Figure 1. Supply network.
The bar under the picture is 20 um long. Pins as bars on the die edge.
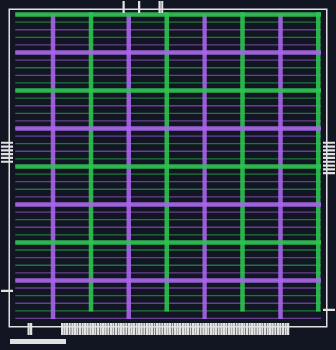
Figure 2. Cells colored by class.
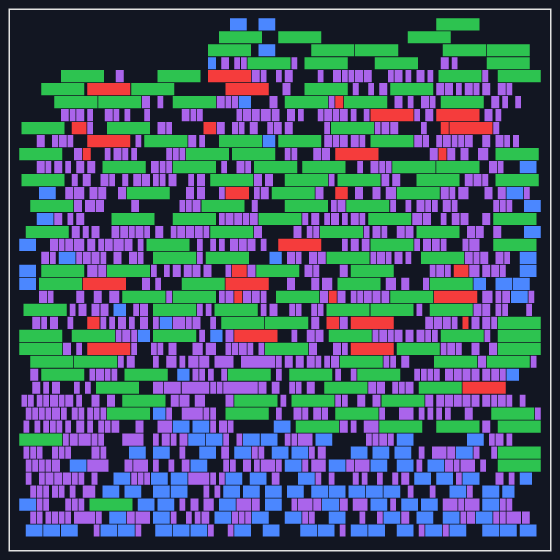
Figure 3. Clock wires, drivers and flops.
The bar under the picture is 20 um long.
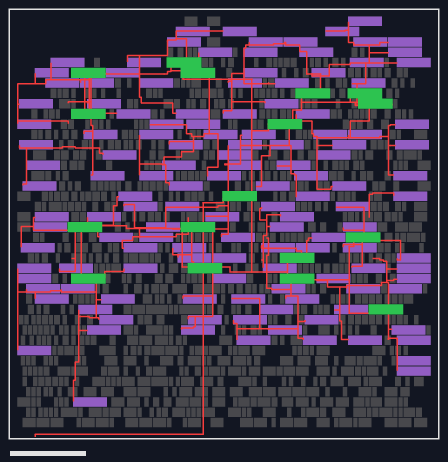
--- config.mk ---
export PLATFORM = sky130hd
export DESIGN_NAME = reg_bank_arbiter
export DESIGN_NICKNAME = d
export VERILOG_FILES = /design/src/rtl/reg_arb_pkg.sv /design/src/rtl/reg_bank_arbiter_reg.sv /design/src/rtl/reg_bank_arbiter.sv
export SDC_FILE = /design/constraint.sdc
export NUM_CORES = 1
export LEC_CHECK = 0
export ABC_AREA = 1
export ABC_CLOCK_PERIOD_IN_PS = 5600
export CORE_MARGIN = 1.5
export CORE_UTILIZATION = 58
export CTS_CLUSTER_DIAMETER = 60
export CTS_CLUSTER_SIZE = 30
export DETAILED_ROUTE_END_ITERATION = 10
export PLACE_DENSITY = 0.84
export SLEW_MARGIN = 30
export SYNTH_ARGS = -nofsm -noshare
export SYNTH_HDL_FRONTEND = slang
export SYNTH_SLANG_ARGS = --single-unit
--- constraint.sdc ---
create_clock -name clk -period 5.6 [get_ports clk]
set_clock_uncertainty 0.1 [all_clocks]
set_input_delay 1.12 -clock clk [delete_from_list [all_inputs] [get_ports clk]]
set_output_delay 1.12 -clock clk [all_outputs]
set_load 0.02 [all_outputs]
--- src/rtl/reg_arb_pkg.sv ---
// Shared types and default sizing for the register-bank write arbiter.
package reg_arb_pkg;

  localparam int DEF_NUM_REQ  = 4;
  localparam int DEF_NUM_REGS = 8;
  localparam int DEF_WIDTH    = 16;

  // Bus ownership: either nobody owns the bank or exactly one requester does.
  typedef enum logic {
    IDLE  = 1'b0,
    OWNED = 1'b1
  } arb_state_e;

endpackage

--- src/rtl/reg_bank_arbiter_reg.sv ---
// Generic enabled register with asynchronous active-low reset.
// Used for bank storage and for every piece of arbiter state so that all
// flops in the block come from one cell type.
module reg_bank_arbiter_reg #(
  parameter int               WIDTH     = 16,
  parameter logic [WIDTH-1:0] RESET_VAL = '0
) (
  input  logic             clk,
  input  logic             arst_n_in,
  input  logic             we,
  input  logic [WIDTH-1:0] d,
  output logic [WIDTH-1:0] q
);

  // Load on enable; reset value applies immediately on arst_n_in low.
  always_ff @(posedge clk or negedge arst_n_in) begin
    if (!arst_n_in) begin
      q <= RESET_VAL;
    end else if (we) begin
      q <= d;
    end
  end

endmodule

--- src/rtl/reg_bank_arbiter.sv ---
// Register bank shared by NUM_REQ burst writers through a round-robin arbiter.
// A requester wins the bank in IDLE, then owns it until a transfer with
// req_last set. Reads are combinational and independent of the arbiter.
//
//  state | meaning
//  ------+-----------------------------------------------------------------
//  IDLE  | no owner; any req_valid triggers round-robin pick from rr_ptr
//  OWNED | grant_id owns the bank; its req_ready is high, writes on valid
module reg_bank_arbiter
  import reg_arb_pkg::*;
#(
  parameter int NUM_REQ  = DEF_NUM_REQ,
  parameter int NUM_REGS = DEF_NUM_REGS,
  parameter int WIDTH    = DEF_WIDTH,
  parameter int AW       = $clog2(NUM_REGS),
  parameter int GW       = (NUM_REQ > 1) ? $clog2(NUM_REQ) : 1
) (
  input  logic                     clk,
  input  logic                     arst_n_in,
  input  logic [NUM_REQ-1:0]       req_valid,
  input  logic [NUM_REQ-1:0]       req_last,
  input  logic [NUM_REQ*AW-1:0]    req_addr,
  input  logic [NUM_REQ*WIDTH-1:0] req_data,
  output logic [NUM_REQ-1:0]       req_ready,
  input  logic [AW-1:0]            rd_addr,
  output logic [WIDTH-1:0]         rd_data,
  output logic [GW-1:0]            grant_id,
  output logic                     busy
);

  // One extra bit so pointer + offset never overflows before the wrap compare.
  localparam logic [GW:0] NREQ_W = (GW+1)'(NUM_REQ);

  logic             state_raw_q;
  logic             state_raw_d;
  arb_state_e       state_q;
  arb_state_e       state_d;
  logic [GW-1:0]    rr_q;
  logic [GW-1:0]    rr_d;
  logic [GW-1:0]    grant_q;
  logic [GW-1:0]    grant_d;

  logic [GW:0]      cand;
  logic             win_found;
  logic [GW-1:0]    win_idx;
  logic [GW:0]      owner_inc;

  logic             xfer;
  logic [AW-1:0]    wr_addr;
  logic [WIDTH-1:0] wr_data;
  logic [NUM_REGS-1:0] bank_we;
  logic [WIDTH-1:0] bank_q [NUM_REGS];

  assign state_q     = arb_state_e'(state_raw_q);
  assign state_raw_d = state_d;

  // Arbiter state lives in the shared register cell, always loaded.
  reg_bank_arbiter_reg #(.WIDTH(1), .RESET_VAL(1'b0)) u_state_reg (
    .clk       (clk),
    .arst_n_in (arst_n_in),
    .we        (1'b1),
    .d         (state_raw_d),
    .q         (state_raw_q)
  );

  reg_bank_arbiter_reg #(.WIDTH(GW), .RESET_VAL('0)) u_rr_reg (
    .clk       (clk),
    .arst_n_in (arst_n_in),
    .we        (1'b1),
    .d         (rr_d),
    .q         (rr_q)
  );

  reg_bank_arbiter_reg #(.WIDTH(GW), .RESET_VAL('0)) u_grant_reg (
    .clk       (clk),
    .arst_n_in (arst_n_in),
    .we        (1'b1),
    .d         (grant_d),
    .q         (grant_q)
  );

  // Round-robin search: first valid requester at or above rr_ptr, wrapping.
  always_comb begin
    win_found = 1'b0;
    win_idx   = '0;
    cand      = '0;
    for (int k = 0; k < NUM_REQ; k++) begin
      cand = {1'b0, rr_q} + (GW+1)'(k);
      if (cand >= NREQ_W) begin
        cand = cand - NREQ_W;
      end
      if (!win_found && req_valid[cand[GW-1:0]]) begin
        win_found = 1'b1;
        win_idx   = cand[GW-1:0];
      end
    end
  end

  // Pointer value handed to the next arbitration when a burst ends.
  always_comb begin
    owner_inc = {1'b0, grant_q} + (GW+1)'(1);
    if (owner_inc >= NREQ_W) begin
      owner_inc = '0;
    end
  end

  // A transfer is the owner presenting valid while it holds the grant.
  assign xfer    = (state_q == OWNED) && req_valid[grant_q];
  assign wr_addr = req_addr[grant_q*AW +: AW];
  assign wr_data = req_data[grant_q*WIDTH +: WIDTH];

  // Next-state logic; grant_id returns to 0 whenever the bank is released.
  always_comb begin
    state_d = state_q;
    rr_d    = rr_q;
    grant_d = grant_q;
    case (state_q)
      IDLE: begin
        if (win_found) begin
          state_d = OWNED;
          grant_d = win_idx;
        end
      end
      OWNED: begin
        if (xfer && req_last[grant_q]) begin
          state_d = IDLE;
          grant_d = '0;
          rr_d    = owner_inc[GW-1:0];
        end
      end
    endcase
  end

  // Ready is a pure function of ownership so the owner may stall freely.
  always_comb begin
    req_ready = '0;
    if (state_q == OWNED) begin
      req_ready[grant_q] = 1'b1;
    end
  end

  assign busy     = (state_q == OWNED);
  assign grant_id = grant_q;

  // One bank register per index, each with a private write enable.
  for (genvar g = 0; g < NUM_REGS; g++) begin : g_bank
    assign bank_we[g] = xfer && (wr_addr == AW'(g));

    reg_bank_arbiter_reg #(.WIDTH(WIDTH), .RESET_VAL('0)) u_bank_reg (
      .clk       (clk),
      .arst_n_in (arst_n_in),
      .we        (bank_we[g]),
      .d         (wr_data),
      .q         (bank_q[g])
    );
  end

  assign rd_data = bank_q[rd_addr];

endmodule
==> job_summary.md <==
### Flow metrics

| Metric | Value |
|---|---|
| Tot Pwr | between 4 and 5 mW |
| Status | finished clean |
| Hpwl dp | between 10000 and 15000 um |
| Reg2reg setup slack | 2.63 ns |
| Non-clock inverters | 93 |
| FP Util | between 50% and 60% |
| Power group with the largest share | combinational cells |
| Tapcell count | about 150 |
| Max Buffers Root-to-Sink | 2 |
| # rows | about 40 |
| Crit Path Class | in2out |
| Largest Register | g_bank.u_bank_reg.q |
| CTS Hold Bufs | 0 |
| Leading area contributor after synthesis | dfrtp_1 |
| CP peak stage delay | about 0.65 ns |
| Min-delay src | g_bank[6].u_bank_reg.q[8] |
| Cell count after placement | between 1000 and 1500 |
| Fin util | ~73% |
| Combinational Power | about 1.9 mW |
| Top cell category | flip-flops and latches |
| Slew HR | between 40% and 50% |
| Worst r2r dst | g_bank[2].u_bank_reg.q[15] |
| Number of flip-flops under the largest register name | approximately 130 |
| Critical path startpoint category | primary input |
| Synth top area cells | dfrtp_1 (47%), nand2_1 (14%), o21ai_0 (11%) |
| Worst-Margin Slew | ~0.8 ns |
| CP Cell Sequence | buf_2 > buf_4 > o21ai_0 > o21ai_0 > a21oi_1 > a31oi_1 > clkdlybuf4s50_1 |
| Power per Cell Area | about 520 mW/mm2 |
| Chip width | roughly 110 um |
| Antenna violations before repair | 0 |
| Seq pwr share | between 30% and 40% |
| Final Hold Vio Count | 0 |
| RSZ-0062 raised after global routing | false |
| Synth cell types | 27 |
| # IOs | 112 |
| Share of total power in combinational logic | about two fifths |
| Via density | between 5 and 6 |
| Pre-antenna DRT Iters | 6 |
| Area share, top type | between 40 and 50% |
| Seq/Total Area, Yosys | 47.29% |
| Synth Area in Simple Gates | a little under a fifth |
| Hold slack | 0.3819 ns |
| DR vias | approximately 6600 |
About Figure 1:
Key: green = VDD; purple = VSS
The core has 40 rows. 41 met1 rails follow the rows. 112 signal pins sit on the boundary. 8 straps on met4. 8 straps on met5.

About Figure 2:
Key: green = flip-flops [cells 133, share of their area 39%]; purple = all other logic [cells 741, share of their area 40%]; blue = other buffers and delay cells [cells 123, share of their area 14%]; red = clock drivers and dummy loads [cells 32, share of their area 6.3%]

About Figure 3:
Key: green = cells driving clock nets [count 17]; red = clock wires [length 1710 um]; purple = flip-flops [count 133]
Position of the flops: all over the die. There are 18 routed clock nets.

[synth_stat cells (all sizes together)]
cell	number
nand2	267
o21ai	199
dfrtp	133
inv	92
a21oi	82
nor2	43
buf	35
clkbuf	26
a31oi	16
a32oi	16
nand3	16
ha	5
o211ai	3
clkinv	1
nor3	1
[worst max-delay path: cells and delay by family]
family,cells,cell delay (ns)
buf+inv,3,1.68
compound gates,4,0.65
[layout by cell type (no fill, tap or decap)]
| master | netlist | layout |
|---|---|---|
| nand3_2 | 1 | 1 |
| o21ai_0 | 149 | 149 |
| clkinvlp_4 | 0 | 4 |
| o21ai_1 | 50 | 50 |
| a21oi_2 | 1 | 1 |
| clkinv_4 | 0 | 3 |
| clkbuf_16 | 0 | 17 |
| clkbuf_1 | 25 | 1 |
| nor2_8 | 2 | 2 |
| nor2_1 | 39 | 39 |
| a32oi_1 | 16 | 16 |
| nor3_4 | 1 | 1 |
| clkinv_2 | 0 | 6 |
| buf_2 | 24 | 1 |
| a21oi_1 | 81 | 81 |
| buf_4 | 4 | 13 |
| clkbuf_8 | 0 | 1 |
| inv_2 | 3 | 3 |
| dfrtp_1 | 133 | 133 |
| a31oi_1 | 16 | 16 |
| ha_1 | 5 | 5 |
| nand2_4 | 1 | 1 |
| o211ai_1 | 3 | 3 |
| clkinv_1 | 1 | 1 |
| nand2_2 | 4 | 7 |
| inv_1 | 89 | 89 |
| nand2_1 | 262 | 259 |
| nor2_2 | 2 | 2 |
| nand3_1 | 15 | 15 |
| clkdlybuf4s50_1 | 0 | 109 |
[metal layers]
layer	up-vias	share of wire [%]	GRT usage [%]
met5	-	0	0
met4	0	3.8	14.50
met1	3074	42	40.88
met3	56	5.6	5.892
li1	3233	-	-
met2	237	48	51.80
Power and IR drop assume default switching activity.
